$ cat src/rtl/uart_rx_buffered.sv
// 8N1 UART receiver with 2-flop synchroniser, 3-sample majority voting,
// framing-error accounting and a small valid/ready FIFO on the output.
module uart_rx_buffered #(
  parameter int unsigned CLKS_PER_BIT = 100,
  parameter int unsigned FIFO_DEPTH   = 16
) (
  input  logic                          clk_50M,
  input  logic                          rst_n,
  input  logic                          uart_rx_pin,
  output logic [7:0]                    rx_byte,
  output logic                          rx_valid,
  input  logic                          rx_ready,
  output logic [$clog2(FIFO_DEPTH):0]   rx_level,
  output logic                          frame_err_pulse,
  output logic [7:0]                    frame_err_count,
  output logic                          overflow,
  input  logic                          clear_errors
);
  localparam int unsigned CW   = $clog2(CLKS_PER_BIT);
  localparam int unsigned AW   = $clog2(FIFO_DEPTH);
  localparam int unsigned LW   = AW + 1;
  localparam int unsigned HALF = CLKS_PER_BIT / 2;
  localparam logic [CW-1:0] S0   = CW'(HALF - 1);
  localparam logic [CW-1:0] S1   = CW'(HALF);
  localparam logic [CW-1:0] S2   = CW'(HALF + 1);
  localparam logic [CW-1:0] LAST = CW'(CLKS_PER_BIT - 1);

  typedef enum logic [2:0] {IDLE, START, DATA, STOP, WAIT_IDLE} state_t;

  state_t        state_q, state_d;
  logic          meta_q, s_rx_q;
  logic [CW-1:0] cnt_q, cnt_d;
  logic [2:0]    bit_q, bit_d;
  logic [7:0]    shift_q, shift_d;
  logic          v0_q, v0_d, v1_q, v1_d;
  logic          maj, at_mid, at_end, push, ferr;

  logic [7:0]    mem_q [FIFO_DEPTH];
  logic [AW-1:0] wr_q, rd_q;
  logic [LW-1:0] level_q, level_d;
  logic          full, pop, wr_en, ovf_evt;
  logic [7:0]    ecnt_q, ecnt_d;
  logic          ovf_q, ovf_d, pulse_q;

  always_ff @(posedge clk_50M or negedge rst_n) begin
    if (!rst_n) begin
      meta_q <= 1'b1;
      s_rx_q <= 1'b1;
    end else begin
      meta_q <= uart_rx_pin;
      s_rx_q <= meta_q;
    end
  end

  // Third vote is the live s_rx at HALF+1; the first two are held.
  assign maj    = (v0_q & v1_q) | (v0_q & s_rx_q) | (v1_q & s_rx_q);
  assign at_mid = (cnt_q == S2);
  assign at_end = (cnt_q == LAST);

  always_ff @(posedge clk_50M or negedge rst_n) begin
    if (!rst_n) begin
      state_q <= IDLE;
      cnt_q   <= '0;
      bit_q   <= '0;
      shift_q <= '0;
      v0_q    <= 1'b1;
      v1_q    <= 1'b1;
    end else begin
      state_q <= state_d;
      cnt_q   <= cnt_d;
      bit_q   <= bit_d;
      shift_q <= shift_d;
      v0_q    <= v0_d;
      v1_q    <= v1_d;
    end
  end

  always_comb begin
    state_d = state_q;
    cnt_d   = cnt_q + CW'(1);
    bit_d   = bit_q;
    shift_d = shift_q;
    v0_d    = v0_q;
    v1_d    = v1_q;
    push    = 1'b0;
    ferr    = 1'b0;
    if (cnt_q == S0) v0_d = s_rx_q;
    if (cnt_q == S1) v1_d = s_rx_q;
    unique case (state_q)
      IDLE: begin
        cnt_d = '0;
        bit_d = '0;
        if (!s_rx_q) state_d = START;
      end
      START: begin
        if (at_mid && maj) begin
          state_d = IDLE;
        end else if (at_end) begin
          cnt_d   = '0;
          state_d = DATA;
        end
      end
      DATA: begin
        if (at_mid) shift_d = {maj, shift_q[7:1]};
        if (at_end) begin
          cnt_d = '0;
          bit_d = bit_q + 3'd1;
          if (bit_q == 3'd7) state_d = STOP;
        end
      end
      STOP: begin
        if (at_mid) begin
          if (maj) begin
            push    = 1'b1;
            state_d = IDLE;
          end else begin
            ferr    = 1'b1;
            state_d = WAIT_IDLE;
          end
        end
      end
      WAIT_IDLE: begin
        if (s_rx_q) state_d = IDLE;
      end
      default: state_d = IDLE;
    endcase
  end

  // A pop in the same clock frees the slot, so a full FIFO still accepts.
  assign full    = (level_q == LW'(FIFO_DEPTH));
  assign pop     = rx_valid & rx_ready;
  assign wr_en   = push & (~full | pop);
  assign ovf_evt = push & full & ~pop;

  always_ff @(posedge clk_50M) begin
    if (wr_en) mem_q[wr_q] <= shift_q;
  end

  always_comb begin
    level_d = level_q;
    if (wr_en && !pop)      level_d = level_q + LW'(1);
    else if (!wr_en && pop) level_d = level_q - LW'(1);
  end

  always_comb begin
    ecnt_d = ecnt_q;
    ovf_d  = ovf_q;
    if (clear_errors) begin
      ecnt_d = '0;
      ovf_d  = 1'b0;
    end
    if (ferr) ecnt_d = clear_errors ? 8'd1 : ((ecnt_q == 8'hFF) ? ecnt_q : ecnt_q + 8'd1);
    if (ovf_evt) ovf_d = 1'b1;
  end

  always_ff @(posedge clk_50M or negedge rst_n) begin
    if (!rst_n) begin
      wr_q    <= '0;
      rd_q    <= '0;
      level_q <= '0;
      ecnt_q  <= '0;
      ovf_q   <= 1'b0;
      pulse_q <= 1'b0;
    end else begin
      if (wr_en) wr_q <= wr_q + AW'(1);
      if (pop)   rd_q <= rd_q + AW'(1);
      level_q <= level_d;
      ecnt_q  <= ecnt_d;
      ovf_q   <= ovf_d;
      pulse_q <= ferr;
    end
  end

  assign rx_valid        = (level_q != '0);
  assign rx_byte         = rx_valid ? mem_q[rd_q] : '0;
  assign rx_level        = level_q;
  assign frame_err_pulse = pulse_q;
  assign frame_err_count = ecnt_q;
  assign overflow        = ovf_q;

endmodule

$ cat config.mk
export PLATFORM = sky130hd
export DESIGN_NAME = uart_rx_buffered
export DESIGN_NICKNAME = d
export VERILOG_FILES = /design/src/rtl/uart_rx_buffered.sv
export SDC_FILE = /design/constraint.sdc
export NUM_CORES = 1
export LEC_CHECK = 0
export CAP_MARGIN = 20
export CORE_UTILIZATION = 40
export CTS_CLUSTER_DIAMETER = 80
export DETAILED_ROUTE_END_ITERATION = 8
export GPL_TIMING_DRIVEN = 0
export MAX_ROUTING_LAYER = met4
export PLACE_DENSITY = 0.58
export SLEW_MARGIN = 0
export SYNTH_ARGS = -nofsm -noshare
export SYNTH_HDL_FRONTEND = slang
export SYNTH_SLANG_ARGS = --single-unit
$ cat constraint.sdc
create_clock -name clk_50M -period 4.4 [get_ports clk_50M]
set_clock_uncertainty 0.1 [all_clocks]
set_input_delay 0.88 -clock clk_50M [delete_from_list [all_inputs] [get_ports clk_50M]]
set_output_delay 0.88 -clock clk_50M [all_outputs]
set_load 0.1 [all_outputs]
==> summary.txt <==
Top Ports: 29
dpl hpwl: 9780 microns
detailed-route DRC error count: 4
fp_density: 0.411
DRT antenna net count: 0
Max VDD drop: 0.259 mV
Synth top cell by count: edfxtp_1
clk_lat worst skew: 420 ps
Crit path depth: 5
WL met2: 7440 microns
Log Warnings: 33
area grow syn2layout: 15.4%
RSZ-0062 raised after global routing: true
CP Capture Type: output port
FF/Latch Area: 5050 sq um
TAP cells: 229
failing checks: DRC
worst setup path class: reg -> out
P_int: 2.61 mW
outcome: complete, but fails checks
Cell Area, Placed: 8010 sq um
yosys stat area: 7430 sq um
startpoint types: flop
worst-margin pin slew: 993 ps
logic area: 2260 sq um
wire per inst: 20.3 microns
Final setup viols: 0
CP required: 3420 ps
number of cells in Yosys stat: 438
share of cells above drive strength 1: 0.205
critical path, cell by cell: clkbuf_1 > buf_1 > mux2i_1 > o22ai_1 > dlygate4sd2_1
Diodes inserted: 0
global route overflow: 0
total wire length: 14800 microns
Mapped Nets: 459
Global Route met2 Usage: 0.270
non-clock buffer count in the final layout: 45
clock-pin transition on the worst setup and hold timing paths: 70 ps
switching power share of the total: 0.199
highest metal used: met4
clk tree area frac: 0.0683
Reg-to-Reg End: rx_level[4]$_DFFE_PN0P_
Flops: 176
non-clk buf share: 0.0410
EDFF count, synth: 128
top_reg_cell synth: edfxtp_1
dpl cells: 695
vias per std cell: 5.50
Logic power comb: 0.0164 mW
hold_ws: 237 ps
f_max: 233 MHz
TritonCTS clock tree: built
critical path data arrival time: 3310 ps
top post-synthesis cells by area: edfxtp_1 (52%), dfrtp_1 (15%), mux4_2 (9.7%)
detailed-router iteration count before antenna repair: 6
Sw Pwr: 0.651 mW
hold-fix buffers at CTS: 0
Power Clock: 1.48 mW
pin count of the biggest net entering global routing: 40
Rows: 49
Flop pwr share: 0.540
slowest CP cell: dlygate4sd2_1
Top Consumer: registers
syn_area_per_cell: 17.0 sq um
Final Cell Area: 8580 sq um
first-pass GRT wire length: 23300 microns
die area: 19100 sq um
[cell families after synthesis]
| logic type | count (synthesis) | share of synthesized area |
|---|---|---|
| AOI/OAI and AO/OA | 49 | 0.0411 |
| buffers and inverters | 29 | 0.0184 |
| xor gates and xnor gates | 15 | 0.0177 |
| and+or+nand+nor | 88 | 0.0717 |
| DFF | 176 | 0.680 |
| muxes | 63 | 0.141 |
| adders and majority gates | 18 | 0.0306 |
[flip-flops by register name, summed over array words and instances (netlist names)]
| register | count |
|---|---|
| wr_q | 4 |
| s_rx_q | 1 |
| meta_q | 1 |
| v0_q | 1 |
| overflow | 1 |
| cnt_q | 7 |
| shift_q | 8 |
| v1_q | 1 |
| bit_q | 3 |
| rd_q | 4 |
| frame_err_pulse | 1 |
| rx_level | 5 |
| mem_q | 128 |
| frame_err_count | 8 |
| state_q | 3 |
clock_map.png
Bar = 50 microns.
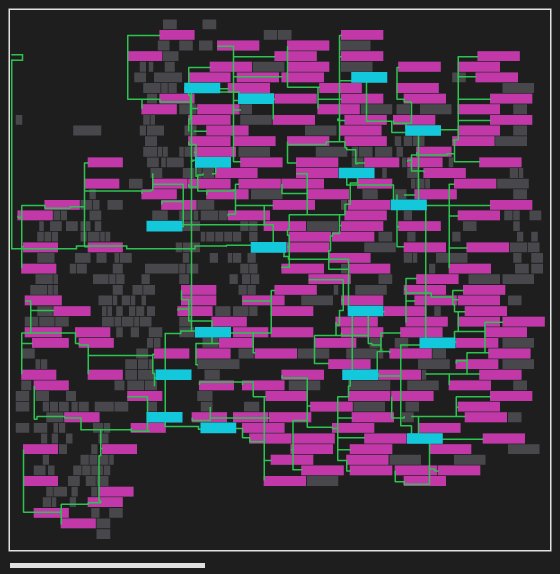
Key: magenta = flip-flops [count 176]; cyan = cells driving clock nets [count 17]; green = clock wires [length 1940 microns]
There are 18 routed clock nets.

final_congestion.png
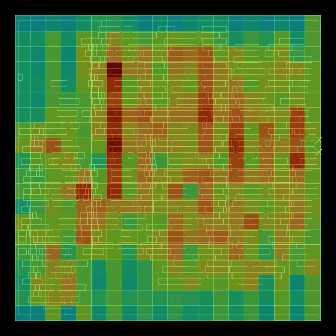
GRT Total Usage: 0.169
M3 GR Usage: 0.0294
met1 usage: 0.217
Layout Utilization: 0.474

metal_stack.png
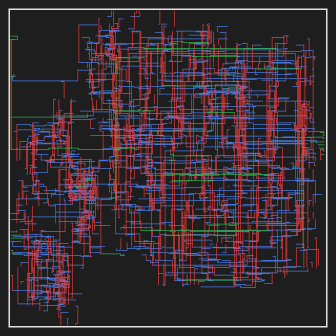
Key: red = met2 [wire length 7440 microns]; green = met3 [wire length 696 microns]; orange = met4 [wire length 161 microns]; blue = met1 [wire length 6450 microns]

Power and IR drop assume default switching activity.
